[config.mk]
export PLATFORM = sky130hd
export DESIGN_NAME = alu_result_uart_tx
export DESIGN_NICKNAME = d
export VERILOG_FILES = /design/src/rtl/alu_pkg.sv /design/src/rtl/sync_fifo.sv /design/src/rtl/alu_result_uart_tx.sv
export SDC_FILE = /design/constraint.sdc
export NUM_CORES = 1
export LEC_CHECK = 0
export CORE_MARGIN = 10
export CORE_UTILIZATION = 40
export DETAILED_ROUTE_END_ITERATION = 7
export GPL_TIMING_DRIVEN = 0
export PLACE_DENSITY = 0.55
export SYNTH_ARGS = -nofsm -noshare
export SYNTH_HDL_FRONTEND = slang
export SYNTH_SLANG_ARGS = --single-unit
[constraint.sdc]
create_clock -name clk -period 3.4 [get_ports clk]
set_clock_uncertainty 0.15 [all_clocks]
set_input_delay 0.85 -clock clk [delete_from_list [all_inputs] [get_ports clk]]
set_output_delay 0.85 -clock clk [all_outputs]
set_load 0.05 [all_outputs]
[src/rtl/alu_pkg.sv]
// alu_pkg: shared UART TX state encoding and frame constants
package alu_pkg;
  typedef enum logic [1:0] {IDLE, START, DATA, STOP} tx_state_t;
  localparam logic START_BIT = 1'b0;
  localparam logic STOP_BIT = 1'b1;
  localparam int DATA_BITS = 8;
endpackage

[src/rtl/sync_fifo.sv]
// sync_fifo: synchronous FIFO (clk, rst, push/din in, pop/dout out, full, empty, count)
module sync_fifo #(
  parameter int WIDTH = 8,
  parameter int DEPTH = 4
) (
  input  logic                       clk,
  input  logic                       rst,
  input  logic                       push,
  input  logic [WIDTH-1:0]           din,
  input  logic                       pop,
  output logic [WIDTH-1:0]           dout,
  output logic                       full,
  output logic                       empty,
  output logic [$clog2(DEPTH):0]     count
);
  localparam int AW = $clog2(DEPTH);
  localparam int CW = AW + 1;
  logic [WIDTH-1:0] mem [DEPTH];
  logic [AW-1:0] wr_ptr, rd_ptr;
  logic do_push, do_pop;
  assign full = count == CW'(DEPTH);
  assign empty = count == '0;
  assign do_push = push && !full;
  assign do_pop = pop && !empty;
  assign dout = mem[rd_ptr];
  always_ff @(posedge clk) begin
    if (do_push) mem[wr_ptr] <= din;
  end
  always_ff @(posedge clk) begin
    if (rst) begin
      wr_ptr <= '0;
      rd_ptr <= '0;
      count <= '0;
    end else begin
      wr_ptr <= wr_ptr + AW'(do_push);
      rd_ptr <= rd_ptr + AW'(do_pop);
      count <= count + CW'(do_push) - CW'(do_pop);
    end
  end
endmodule

[src/rtl/alu_result_uart_tx.sv]
// alu_result_uart_tx: buffers ALU result bytes (res_valid/res_data/res_ready) and sends them as 8N1 frames on tx (busy, fifo_count, sticky overflow cleared by ovf_clr)
module alu_result_uart_tx
  import alu_pkg::*;
#(
  parameter int CLKS_PER_BIT = 16,
  parameter int FIFO_DEPTH = 4
) (
  input  logic                          clk,
  input  logic                          rst,
  input  logic                          res_valid,
  input  logic [7:0]                    res_data,
  output logic                          res_ready,
  output logic                          tx,
  output logic                          busy,
  output logic [$clog2(FIFO_DEPTH):0]   fifo_count,
  output logic                          overflow,
  input  logic                          ovf_clr
);
  localparam int BW = $clog2(CLKS_PER_BIT);
  localparam int IW = $clog2(DATA_BITS);
  tx_state_t state, state_n;
  logic [BW-1:0] baud;
  logic [IW-1:0] bit_idx;
  logic [7:0] shreg, head;
  logic full, empty, push, pop, bit_done, last_bit;
  assign res_ready = !full;
  assign push = res_valid && res_ready && !rst;
  assign busy = state != IDLE;
  assign bit_done = baud == BW'(CLKS_PER_BIT - 1);
  assign last_bit = bit_idx == IW'(DATA_BITS - 1);
  sync_fifo #(.WIDTH(8), .DEPTH(FIFO_DEPTH)) u_fifo (
    .clk(clk),
    .rst(rst),
    .push(push),
    .din(res_data),
    .pop(pop),
    .dout(head),
    .full(full),
    .empty(empty),
    .count(fifo_count)
  );
  always_comb begin
    state_n = state;
    pop = 1'b0;
    case (state)
      IDLE: begin
        pop = !empty;
        state_n = empty ? IDLE : START;
      end
      START: state_n = bit_done ? DATA : START;
      DATA: state_n = (bit_done && last_bit) ? STOP : DATA;
      STOP: begin
        pop = bit_done && !empty;
        state_n = !bit_done ? STOP : empty ? IDLE : START;
      end
      default: state_n = IDLE;
    endcase
  end
  always_ff @(posedge clk) begin
    if (rst) begin
      state <= IDLE;
      baud <= '0;
      bit_idx <= '0;
      shreg <= '0;
      tx <= STOP_BIT;
      overflow <= 1'b0;
    end else begin
      state <= state_n;
      baud <= (state == IDLE || bit_done) ? '0 : baud + 1'b1;
      bit_idx <= state == DATA ? bit_idx + IW'(bit_done) : '0;
      overflow <= (res_valid && !res_ready) ? 1'b1 : ovf_clr ? 1'b0 : overflow;
      if (pop) begin
        shreg <= head;
        tx <= START_BIT;
      end else if (bit_done && (state == START || (state == DATA && !last_bit))) begin
        tx <= shreg[0];
        shreg <= {1'b0, shreg[7:1]};
      end else if (bit_done) begin
        tx <= STOP_BIT;
      end
    end
  end
endmodule

### Gate-type map, run 1

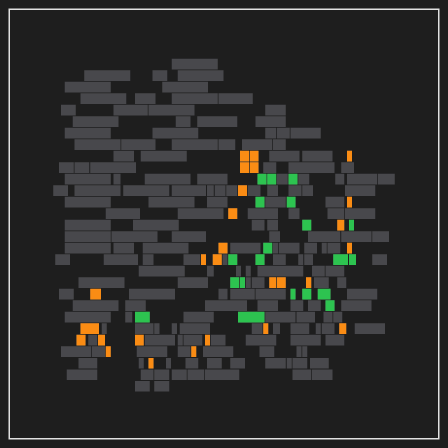
Key: orange = NOR gates [cells 27, most used nor2_1]; green = NAND gates [cells 20, most used nand4_1]
Comb area share: 0.320
most numerous logic cell after layout: edfxtp_1
final cell count without fillers: 304

### Cell classes on the final placement, run 1

Scale bar: 20 µm.
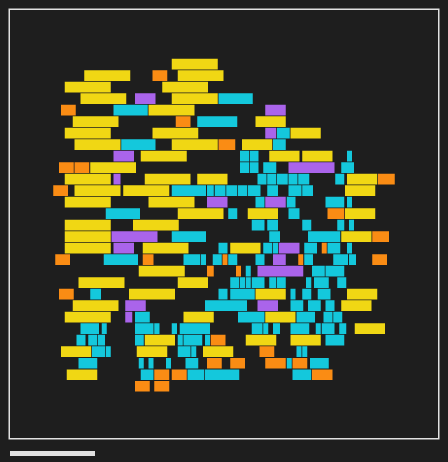
Key: purple = clock drivers and dummy loads [cells 16, share of their area 7.8%]; yellow = flops [cells 58, share of their area 48%]; orange = other buffers and delay cells [cells 30, share of their area 9.1%]; cyan = combinational and other logic [cells 123, share of their area 35%]

==> qor.txt, run 1 <==
CP Capture Point -> busy
Syn Std Cell Area -> 0.00264 mm²
Vias per cell -> 5.60
Die Y -> 101 µm
Worst-path clk slew -> 0.08 ns
Share of synthesized registers carrying an async set or reset -> 0
Post-synth top flop -> edfxtp_1
Post-synthesis cell count -> 192
Hold path startpoint -> baud[0]$_SDFF_PP0_
R2R Path End -> u_fifo.count[2]$_SDFF_PP0_
Vias in the first global route -> 1,803
Fin. max-slew vios -> 0
# IOs -> 19
Dpl cells -> 287
Rows -> 29
Antenna Cells -> 0
Share of layout cells above drive strength 1 -> 0.198
Total grt overflow -> 0
H-tree levels -> 3
Logic cell area -> 0.00101 mm²
Die area -> 0.0102 mm²
Yosys warns -> 0
Root buffer selected by CTS -> clkbuf_8
Seq/Total Area, Yosys -> 0.562
Final hold vios -> 0
Initial antenna violation count -> 0
Rel. slew slack -> 0.174
Total routed wirelength -> 5540 µm
Setup TNS -> 0 ns
Net Count, Synth -> 215
Layout area overhead -> 20.1%
PortBufs -> 18
VDD IR max -> 430 µV
Unique masters post-synth -> 43
Yosys stat chip area -> 0.00264 mm²
Hold_buf cts -> 0
CP Class -> reg2out
Unrepaired setup endpoints after global routing -> no
Pre-Place Util -> 0.413
DP HPWL -> 3900 µm
Min Hold Slack -> 0.316 ns
Tmin final -> 3.01 ns
Total power -> 2520 µW
Final period utilization -> 0.886
Routed Antenna Nets -> 0
LEAKAGE -> 0.00112 µW
DRC Markers -> 0
Post-CTS Resized -> 0
Tot GR Track Use -> 0.113
Synth area leader -> edfxtp_1
Gpl congestion -> 0.783
Class of the worst hold path -> reg2reg
Sink Count -> 58
Routed vias -> 1,703
Startpoint types -> register
CORE AREA -> 0.00639 mm²
Num CTS Buffers -> 9
Clk_lat worst skew -> 0.34 ns
Crit path arrival time -> 2.01 ns
First-pass GRT wire length -> 8880 µm
Total Nets Final -> 245
Horiz. Die Dim -> 101 µm
Per-cell routed wire length -> 18.2 µm
CP Capture Type -> primary output
Final Cell Area -> 0.00317 mm²
EDFF count, synth -> 32
Layout filler cell count -> 571
Max Freq -> 0.332 GHz
CTS Buffer Depth -> 2
PD cells -> 796 mW/mm²
Synthesized registers -> 58
Post-DP Area -> 0.00291 mm²
Reg2Reg Depth -> 13
Share of the synthesized area in the top cell type -> 0.364
Biggest area cells -> edfxtp_1 36%, dfxtp_1 20%, mux4_2 6.0%
Worst-path fanout max -> 9
Yosys cell count -> 192
Iter 0 DRT Violations -> 63
Post-CTS Setup Inserts -> 0
Syn avg cell area -> 13.7 µm²
Final setup vio count -> 0
Status -> completed
First-pass detailed-route iteration total -> 4
Tool warning count -> 29
Crit path DRT -> 2.40 ns
Critical path startpoint -> state[0]$_SDFF_PP0_
Worst slew pin tran -> 1.23 ns
# Max-Cap Violations -> 0
Worst reg2reg setup slack -> 0.73 ns
CTS tree -> yes
Reg2reg start -> state[0]$_SDFF_PP0_
Pin count of the biggest net entering global routing -> 12
### Register map, names as in the netlist, run 1

Scale bar: 20 µm.
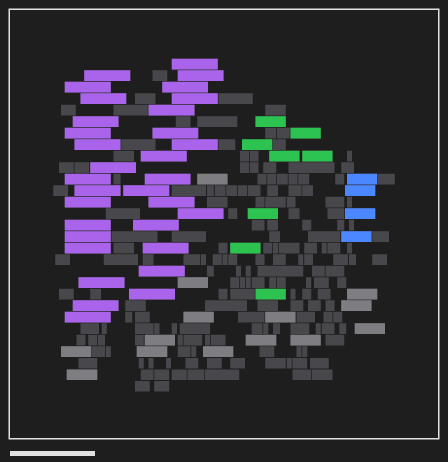
Key: purple = u_fifo.mem [placed flops 32]; green = shreg [placed flops 8]; blue = baud [placed flops 4, where right middle]
Another 14 sequential cells are not coloured.
Seq area share: 0.468
Register Area: 0.00148 mm²
final core occ: 0.496
Seq. pwr: 923 µW

## run 1: area by class of cell
class,instances,area share
Timing Repair Buffer,19,0.0593
Multi-Input combinational cell,109,0.320
Clock buffer,9,0.0391
Sequential cell,58,0.468
Clock inverter,7,0.0367
Inverter,14,0.0174
Buffer,11,0.0292
Tap cell,77,0.0304
## run 1: through the flow
step | util | setup WS [ns]
after floorplan | - | 0.876
after global placement | 0.456 | -0.0279
after detailed placement | 0.456 | -0.0577
after CTS | 0.494 | 0.322
after global routing | 0.496 | 0.247
final | 0.496 | 0.386
## run 1: flip-flops by register name, indices dropped and copies added, names as in the netlist, 2 cells and up
signal         cells
bit_idx            3
shreg              8
state              2
u_fifo.count       3
u_fifo.mem        32
u_fifo.wr_ptr      2
baud               4
u_fifo.rd_ptr      2
## run 1: cells in the mapped netlist, drive strengths merged, types with 2 or more instances
cell type	count
nor2b	3
nor3b	2
nand3	4
xnor2	4
inv	14
a311oi	9
nor4	8
nand4	12
nand2	3
edfxtp	32
nor2	10
dfxtp	26
mux4	8
and3	5
o32ai	2
nor3	4
clkbuf	7
buf	4
xor2	2
o211ai	6
ha	10
o31ai	3
a21oi	2
## run 1: logic make-up (layout without fill, tap and decap cells)
kind of cell | count (synthesis) | after routing | share of synthesized area
buffers and inverters | 25 | 60 | 0.0560
DFF | 58 | 58 | 0.562
and+or+nand+nor | 56 | 56 | 0.131
xor gates and xnor gates | 6 | 6 | 0.0199
AOI/OAI and AO/OA | 27 | 27 | 0.102
muxes | 9 | 9 | 0.0740
adders and majority gates | 11 | 11 | 0.0550
## run 1: report_power, final
| part | internal (µW) | switching, µW | total (µW) | leakage, µW |
|---|---|---|---|---|
| sequential | 845 | 77.9 | 923 | 0.000503 |
| clock | 486 | 294 | 781 | 0.000120 |
| combinational | 366 | 450 | 816 | 0.000496 |
## run 1: metal layers
metal  wire (µm)  up-vias  GRT usage
met4         146        0     0.0675
met1        2420      835      0.127
met2        2780       37      0.187
met3         190       14     0.0293
li1            -      817          -
met5           0        -          0
## run 1: layout by cell type, fill, tap and decap left out, drive strengths merged, types with 5 or more instances in the layout
master / instances
o211ai: 6
inv: 15
nand4: 12
edfxtp: 32
mux4: 8
nor2: 10
clkbuf: 17
a311oi: 9
nor4: 8
dfxtp: 26
and3: 5
clkdlybuf4s50: 18
ha: 10
## run 1: critical path, cell delays in order (launching register included)
cell,delay (ns)
dfxtp_1,0.37
inv_1,0.08
ha_1,0.20
clkbuf_8,0.17
inv_1,0.06
clkdlybuf4s50_1,0.79
## run 1: how the worst min path moves through the flow
stage / cells after the start / slack (ns) / to
floorplan: 1 / 0.27 / baud[0]$_SDFF_PP0_
global placement: 1 / 0.28 / baud[0]$_SDFF_PP0_
detailed placement: 1 / 0.30 / baud[0]$_SDFF_PP0_
CTS: 1 / 0.32 / baud[0]$_SDFF_PP0_
global route: 1 / 0.34 / baud[0]$_SDFF_PP0_
finish: 1 / 0.32 / baud[0]$_SDFF_PP0_
==> run 1 -> run 2 <==
--- a/config.mk
+++ b/config.mk
@@ -6,10 +6,10 @@
 export NUM_CORES = 1
 export LEC_CHECK = 0
 export CORE_MARGIN = 10
-export CORE_UTILIZATION = 40
+export CORE_UTILIZATION = 50
 export DETAILED_ROUTE_END_ITERATION = 7
 export GPL_TIMING_DRIVEN = 0
-export PLACE_DENSITY = 0.55
+export PLACE_DENSITY = 0.67
 export SYNTH_ARGS = -nofsm -noshare
 export SYNTH_HDL_FRONTEND = slang
 export SYNTH_SLANG_ARGS = --single-unit
### Register map, names as in the netlist, run 2

Scale bar: 20 µm.
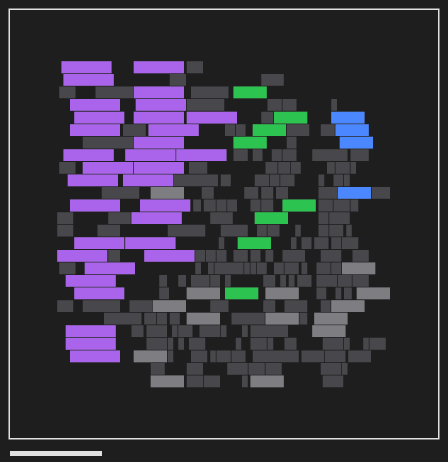
Key: green = shreg [placed flops 8]; purple = u_fifo.mem [placed flops 32]; blue = baud [placed flops 4]
Another 14 sequential cells are not coloured.

### Cell classes on the final placement, run 2

Scale bar: 20 µm.
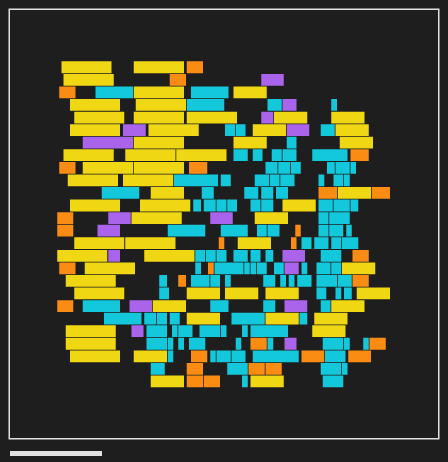
Key: cyan = combinational and other logic [cells 123, share of their area 35%]; purple = clock drivers and dummy loads [cells 16, share of their area 6.7%]; orange = other buffers and delay cells [cells 29, share of their area 9.0%]; yellow = flops [cells 58, share of their area 49%]
Rows: 26
CORE AREA: 0.00511 mm²
Seq area share: 0.476

==> qor.txt, run 2 <==
Status -> completed
DP HPWL -> 3800 µm (-2.7%)
Tot GR Track Use -> 0.130 (+0.0175)
Net Count, Synth -> 215 (unchanged)
CP Cell Sequence -> inv_1, ha_1, clkbuf_8, inv_1, clkdlybuf4s50_1
H-tree levels -> 3 (unchanged)
Final setup vio count -> 0 (unchanged)
Total power -> 2390 µW (-5.1%)
First-pass GRT wire length -> 8780 µm (-1.1%)
Gpl congestion -> 0.834 (+6.5%)
Sink Count -> 58 (unchanged)
Syn avg cell area -> 13.7 µm² (unchanged)
Num CTS Buffers -> 9 (unchanged)
Routed vias -> 1,714 (+0.65%)
Biggest area cells -> edfxtp_1 36%, dfxtp_1 20%, mux4_2 6.0%
Crit path DRT -> 2.40 ns (about the same)
Most frequent cells after synthesis -> 32 x edfxtp_1, 26 x dfxtp_1, 12 x nand4_1
Share of layout cells above drive strength 1 -> 0.195 (-0.00355)
Seq/Total Area, Yosys -> 0.562 (unchanged)
Worst-path clk slew -> 0.07 ns (about the same)
CP Capture Type -> primary output
PortBufs -> 18 (unchanged)
Horiz. Die Dim -> 92.6 µm (-8.5%)
Gate power share -> 0.347 (+0.023)
Critical Path Max Stage Delay -> 0.79 ns (about the same)
GR Util met3 -> 0.0347 (+0.00543)
Largest registers -> u_fifo.mem: 32 flops, shreg: 8 flops, baud: 4 flops
Final core occ -> 0.609 (+0.113)
Tmin final -> 2.98 ns (-0.0372 ns)
Max Freq -> 0.336 GHz (+1.2%)
Synthesized registers -> 58 (unchanged)
Clk pwr share -> 0.267 (-0.043)
Biggest register -> u_fifo.mem
CTS Buffer Depth -> 2 (unchanged)
Share of synthesized registers carrying an async set or reset -> 0 (unchanged)
Post-synth top flop -> edfxtp_1
Yosys stat chip area -> 0.00264 mm² (unchanged)
Crit path max-delay family -> buffers and inverters
Fin. max-slew vios -> 0 (unchanged)
Post-CTS Resized -> 0 (unchanged)
Root buffer selected by CTS -> clkbuf_8
Rel. slew slack -> 0.162 (-0.0128)
Die Y -> 92.6 µm (-8.5%)
Worst slew pin tran -> 1.25 ns (+0.0260 ns)
Layout area overhead -> 18.0%
Die area -> 0.00858 mm² (-16%)
Most Used Layer, Global Route -> met2
Pre-Place Util -> 0.516 (+0.103)
Dpl cells -> 280 (-2.4%)
Post-synthesis cell count -> 192 (unchanged)
# Max-Cap Violations -> 0 (unchanged)
CTS tree -> yes
Switching share of power -> 0.349 (+0.0230)
Hold path startpoint -> baud[0]$_SDFF_PP0_
Clk_lat worst skew -> 0.34 ns (about the same)
Startpoint types -> register
Unique masters post-synth -> 43 (unchanged)
Int Pwr -> 1560 µW (-8.3%)
# IOs -> 19 (unchanged)
Vias per cell -> 5.79 (+3.4%)
Critical path startpoint -> state[0]$_SDFF_PP0_
Total grt overflow -> 0 (unchanged)
Min Hold Slack -> 0.319 ns (+0.00242 ns)
Iter 0 DRT Violations -> 81 (+29%)
Tool warning count -> 29 (unchanged)
Reg2reg start -> state[0]$_SDFF_PP0_
VDD IR max -> 473 µV (+9.9%)
Vias in the first global route -> 1,830 (+1.5%)
First-pass detailed-route iteration total -> 4 (unchanged)
Per-cell routed wire length -> 17.9 µm (-1.7%)
Synth top cell by count -> edfxtp_1
Most used cell, CP -> inv_1
Seq pwr share -> 0.386 (+0.020)
CP Class -> reg2out
Yosys cell count -> 192 (unchanged)
Class of the worst hold path -> reg2reg
WP buf/inv -> 4 (unchanged)
Unrepaired setup endpoints after global routing -> no
Most numerous logic cell after layout -> edfxtp_1
Worst-path fanout max -> 9 (unchanged)
Max FFs per register -> 32 (unchanged)
EDFF count, synth -> 32 (unchanged)
Antenna Cells -> 0 (unchanged)
Met2 GRT Util -> 0.226 (+0.0389)
PD cells -> 769 mW/mm² (-3.4%)
Top Layout Cells -> 32 x edfxtp_1, 26 x dfxtp_1, 18 x clkdlybuf4s50_1
Setup TNS -> 0 ns (unchanged)
Met1 Use GR -> 0.144 (+0.0169)
Hold_buf cts -> 0 (unchanged)
Worst reg2reg setup slack -> 0.75 ns (+0.02 ns)
Initial antenna violation count -> 0 (unchanged)
Post-CTS Setup Inserts -> 0 (unchanged)
Crit path arrival time -> 1.98 ns (-0.03 ns)
DRC Markers -> 0 (unchanged)
Total routed wirelength -> 5300 µm (-4.3%)
Net Sw Power -> 836 µW (+1.6%)
Share of the synthesized area in the top cell type -> 0.364 (unchanged)
Routed Antenna Nets -> 0 (unchanged)
Syn Std Cell Area -> 0.00264 mm² (unchanged)
Synth area leader -> edfxtp_1
Total Nets Final -> 244 (-0.41%)
Final period utilization -> 0.875 (-0.0109)
Final cell count without fillers -> 296 (-2.6%)
Yosys warns -> 0 (unchanged)
Final hold vios -> 0 (unchanged)
LEAKAGE -> 0.00108 µW (-3.3%)
Slowest-stage cell, CP -> clkdlybuf4s50_1
Pin count of the biggest net entering global routing -> 13 (+1)
[run 2: per-layer routing]
layer | vias to the layer above | part of all wire
li1 | 812 | -
met4 | 0 | 0.013
met5 | - | 0
met1 | 849 | 0.43
met3 | 7 | 0.040
met2 | 46 | 0.51
[run 2: area by class of cell]
type	count	area (µm²)
tap	70	87.6
sequential	58	1480
clock inverter	7	77.6
buffer	11	92.6
timing repair buffer	18	180
inverter	14	55.1
fill	426	2000
multi-input combinational	109	1010
clock buffer	9	124
[run 2: power groups by stage]
stage / Sequential (µW) / Combinational [µW] / Clock (µW)
floorplan: 984 / 563 / 0
global placement: 926 / 794 / 0
detailed placement: 937 / 832 / 0
CTS: 922 / 835 / 651
global route: 932 / 896 / 684
finish: 924 / 830 / 638
[run 2: worst paths after layout]
kind,cells past startpoint,end
max,5,busy
min,1,baud[0]$_SDFF_PP0_
max reg2reg,13,u_fifo.count[2]$_SDFF_PP0_
min reg2reg,1,baud[0]$_SDFF_PP0_
[run 2: logic make-up (layout without fill, tap and decap cells)]
group,Yosys count,count (layout),share of synthesized area
DFF,58,58,0.562
and+or+nand+nor,56,56,0.131
AOI/OAI and AO/OA,27,27,0.102
buffers and inverters,25,59,0.0560
adders and majority gates,11,11,0.0550
muxes,9,9,0.0740
xor gates and xnor gates,6,6,0.0199
[run 2: worst reg2reg max path, delay by kind of cell, from the launching register on]
family,cells,cell delay [ns]
flops,1,0.36
simple gates,2,0.20
compound gates,1,0.27
buf+inv,5,0.41
xor+xnor,1,0.17
fa+ha+maj,4,0.98
[run 2: through the flow]
| step | instance area, µm² | worst slack (ns) |
|---|---|---|
| global route | 3110 | 0.277 |
| finish | 3110 | 0.424 |
| detailed placement | 2910 | 0.0200 |
| CTS | 3110 | 0.375 |
| global placement | 2910 | -0.0177 |
| floorplan | 2640 | 0.876 |
==> run 2 -> run 3 <==
--- a/config.mk
+++ b/config.mk
@@ -13,3 +13,4 @@
 export SYNTH_ARGS = -nofsm -noshare
 export SYNTH_HDL_FRONTEND = slang
 export SYNTH_SLANG_ARGS = --single-unit
+export TNS_END_PERCENT = 100
### Wiring by layer, run 3

Scale bar: 20 µm. Two of the layers only.
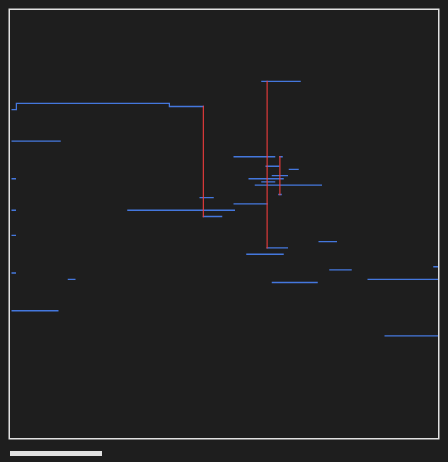
Key: red = metal 4 [wire length 68.0 µm]; blue = metal 3 [wire length 211 µm]

### Congestion heat map, run 3

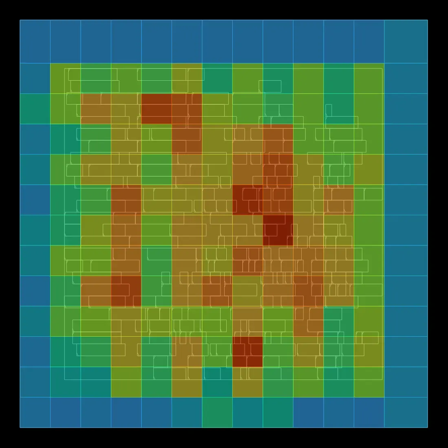
met1 Use GR: 0.144
met2 GRT Util: 0.226

==> qor.txt, run 3 <==
Most numerous logic cell after layout -> edfxtp_1
GR Util met3 -> 0.0347 (unchanged)
Final setup vio count -> 0 (unchanged)
Synthesized registers -> 58 (unchanged)
EDFF count, synth -> 32 (unchanged)
Gate power share -> 0.347 (about the same)
Synth area leader -> edfxtp_1
Rel. slew slack -> 0.162 (unchanged)
Rows -> 26 (unchanged)
Crit path DRT -> 2.40 ns (about the same)
Clk_lat worst skew -> 0.34 ns (about the same)
Worst slew pin tran -> 1.25 ns (unchanged)
Post-synth top flop -> edfxtp_1
Initial antenna violation count -> 0 (unchanged)
Pin count of the biggest net entering global routing -> 13 (unchanged)
PortBufs -> 18 (unchanged)
PD cells -> 769 mW/mm² (unchanged)
CP Cell Sequence -> inv_1, ha_1, clkbuf_8, inv_1, clkdlybuf4s50_1
First-pass GRT wire length -> 8780 µm (unchanged)
Max Freq -> 0.336 GHz (unchanged)
Tot GR Track Use -> 0.130 (unchanged)
Hold_buf cts -> 0 (unchanged)
Total grt overflow -> 0 (unchanged)
Die Y -> 92.6 µm (unchanged)
Class of the worst hold path -> reg2reg
Largest registers -> u_fifo.mem: 32 flops, shreg: 8 flops, baud: 4 flops
Post-CTS Setup Inserts -> 0 (unchanged)
Seq pwr share -> 0.386 (about the same)
Layout area overhead -> 18.0% (unchanged)
Sink Count -> 58 (unchanged)
Tmin final -> 2.98 ns (unchanged)
Logic family by area -> simple AND/OR/NAND/NOR gates
Status -> completed
CORE AREA -> 0.00511 mm² (unchanged)
Net Count, Synth -> 215 (unchanged)
Most frequent cells after synthesis -> 32 x edfxtp_1, 26 x dfxtp_1, 12 x nand4_1
Critical Path Max Stage Delay -> 0.79 ns (about the same)
Vias per cell -> 5.79 (unchanged)
Die area -> 0.00858 mm² (unchanged)
Seq/Total Area, Yosys -> 0.562 (unchanged)
Biggest area cells -> edfxtp_1 36%, dfxtp_1 20%, mux4_2 6.0%
Routed Antenna Nets -> 0 (unchanged)
Post-Synth Adder-Cell Area -> 0.0550 (unchanged)
Most Used Layer, Global Route -> met2
Final hold vios -> 0 (unchanged)
Horiz. Die Dim -> 92.6 µm (unchanged)
Routed vias -> 1,714 (unchanged)
Fin. max-slew vios -> 0 (unchanged)
Gpl congestion -> 0.834 (unchanged)
Complex-gate fraction of the synthesized area -> 0.102 (unchanged)
Crit path arrival time -> 1.98 ns (about the same)
Syn Std Cell Area -> 0.00264 mm² (unchanged)
Post-synth mux share -> 0.0740 (unchanged)
Per-cell routed wire length -> 17.9 µm (unchanged)
First-pass detailed-route iteration total -> 4 (unchanged)
Vias in the first global route -> 1,830 (unchanged)
Most used cell, CP -> inv_1
Iter 0 DRT Violations -> 81 (unchanged)
Unique masters post-synth -> 43 (unchanged)
Net Sw Power -> 836 µW (unchanged)
Simple-Gate Area Share -> 0.131 (unchanged)
Biggest register -> u_fifo.mem
Post-CTS Resized -> 0 (unchanged)
Pre-Place Util -> 0.516 (unchanged)
Yosys warns -> 0 (unchanged)
Max FFs per register -> 32 (unchanged)
H-tree levels -> 3 (unchanged)
Top Layout Cells -> 32 x edfxtp_1, 26 x dfxtp_1, 18 x clkdlybuf4s50_1
LEAKAGE -> 0.00108 µW (unchanged)
Share of the synthesized area in the top cell type -> 0.364 (unchanged)
# Max-Cap Violations -> 0 (unchanged)
Share of synthesized registers carrying an async set or reset -> 0 (unchanged)
VDD IR max -> 473 µV (unchanged)
CP Capture Type -> primary output
Crit path max-delay family -> buffers and inverters
Syn avg cell area -> 13.7 µm² (unchanged)
Tool warning count -> 29 (unchanged)
Worst-path fanout max -> 9 (unchanged)
Share of layout cells above drive strength 1 -> 0.195 (unchanged)
Worst-path clk slew -> 0.07 ns (about the same)
CP Class -> reg2out
Total Nets Final -> 244 (unchanged)
Final period utilization -> 0.875 (unchanged)
Slowest-stage cell, CP -> clkdlybuf4s50_1
DP HPWL -> 3800 µm (unchanged)
Clk pwr share -> 0.267 (about the same)
Post-synthesis cell count -> 192 (unchanged)
Total routed wirelength -> 5300 µm (unchanged)
Total power -> 2390 µW (unchanged)
WP buf/inv -> 4 (unchanged)
Yosys stat chip area -> 0.00264 mm² (unchanged)
Startpoint types -> register
CTS Buffer Depth -> 2 (unchanged)
Antenna Cells -> 0 (unchanged)
Min Hold Slack -> 0.319 ns (unchanged)
CTS tree -> yes
Yosys cell count -> 192 (unchanged)
Int Pwr -> 1560 µW (unchanged)
DRC Markers -> 0 (unchanged)
Xor/xnor share -> 0.0199 (unchanged)
Switching share of power -> 0.349 (unchanged)
Synth top cell by count -> edfxtp_1
# IOs -> 19 (unchanged)
Root buffer selected by CTS -> clkbuf_8
Num CTS Buffers -> 9 (unchanged)
Unrepaired setup endpoints after global routing -> no
-- run 3: cell counts in the layout (fill, tap and decap cells not counted) --
Identical to the previous run, type by type.
-- run 3: path summary, 6_finish.rpt --
path / startpoint / endpoint / slack (ns) / cells after the start
hold reg to reg: baud[0]$_SDFF_PP0_ / baud[0]$_SDFF_PP0_ / 0.32 / 1
setup / recovery: state[0]$_SDFF_PP0_ / busy / 0.42 / 5
setup reg to reg: state[0]$_SDFF_PP0_ / u_fifo.count[2]$_SDFF_PP0_ / 0.75 / 13
hold / removal: baud[0]$_SDFF_PP0_ / baud[0]$_SDFF_PP0_ / 0.32 / 1
-- run 3: final cells by class --
cell class | count | area, µm²
Fill cell | 426 | 2000
Sequential cell | 58 | 1480
Multi-Input combinational cell | 109 | 1010
Timing Repair Buffer | 18 | 180
Clock buffer | 9 | 124
Buffer | 11 | 92.6
Tap cell | 70 | 87.6
Clock inverter | 7 | 77.6
Inverter | 14 | 55.1
-- run 3: metrics by stage --
step / setup WS [ns] / cell area, µm² / setup TNS (ns) / cells / util
6_report: 0.424 / 3110 / 0 / 296 / 0.609
4_1_cts: 0.375 / 3110 / 0 / 296 / 0.608
3_5_place_dp: 0.0200 / 2910 / 0 / 280 / 0.569
3_3_place_gp: -0.0177 / 2910 / -0.140 / 280 / 0.569
5_1_grt: 0.277 / 3110 / 0 / 296 / 0.609
2_1_floorplan: 0.876 / 2640 / 0 / 192 / -
-- run 3: power by group through the flow --
stage | clock, µW | sequential (µW) | combinational, µW
after global routing | 684 | 932 | 896
after CTS | 651 | 922 | 835
final | 638 | 924 | 830
after detailed placement | 0 | 937 | 832
after global placement | 0 | 926 | 794
after floorplan | 0 | 984 | 563
-- run 3: logic make-up (layout without fill, tap and decap cells) --
family          after synthesis  count (layout)
compound gates               27              27
xor+xnor                      6               6
fa+ha+maj                    11              11
buf+inv                      25              59
flops                        58              58
mux                           9               9
simple gates                 56              56
-- run 3: per-layer routing --
metal  part of all wire  wire [µm]  vias up
li1                   -          -      812
met1               0.43       2300      849
met2               0.51       2720       46
met3              0.040        211        7
met4              0.013         68        0
met5                  0          0        -
Power is estimated from default activity; no workload was simulated.
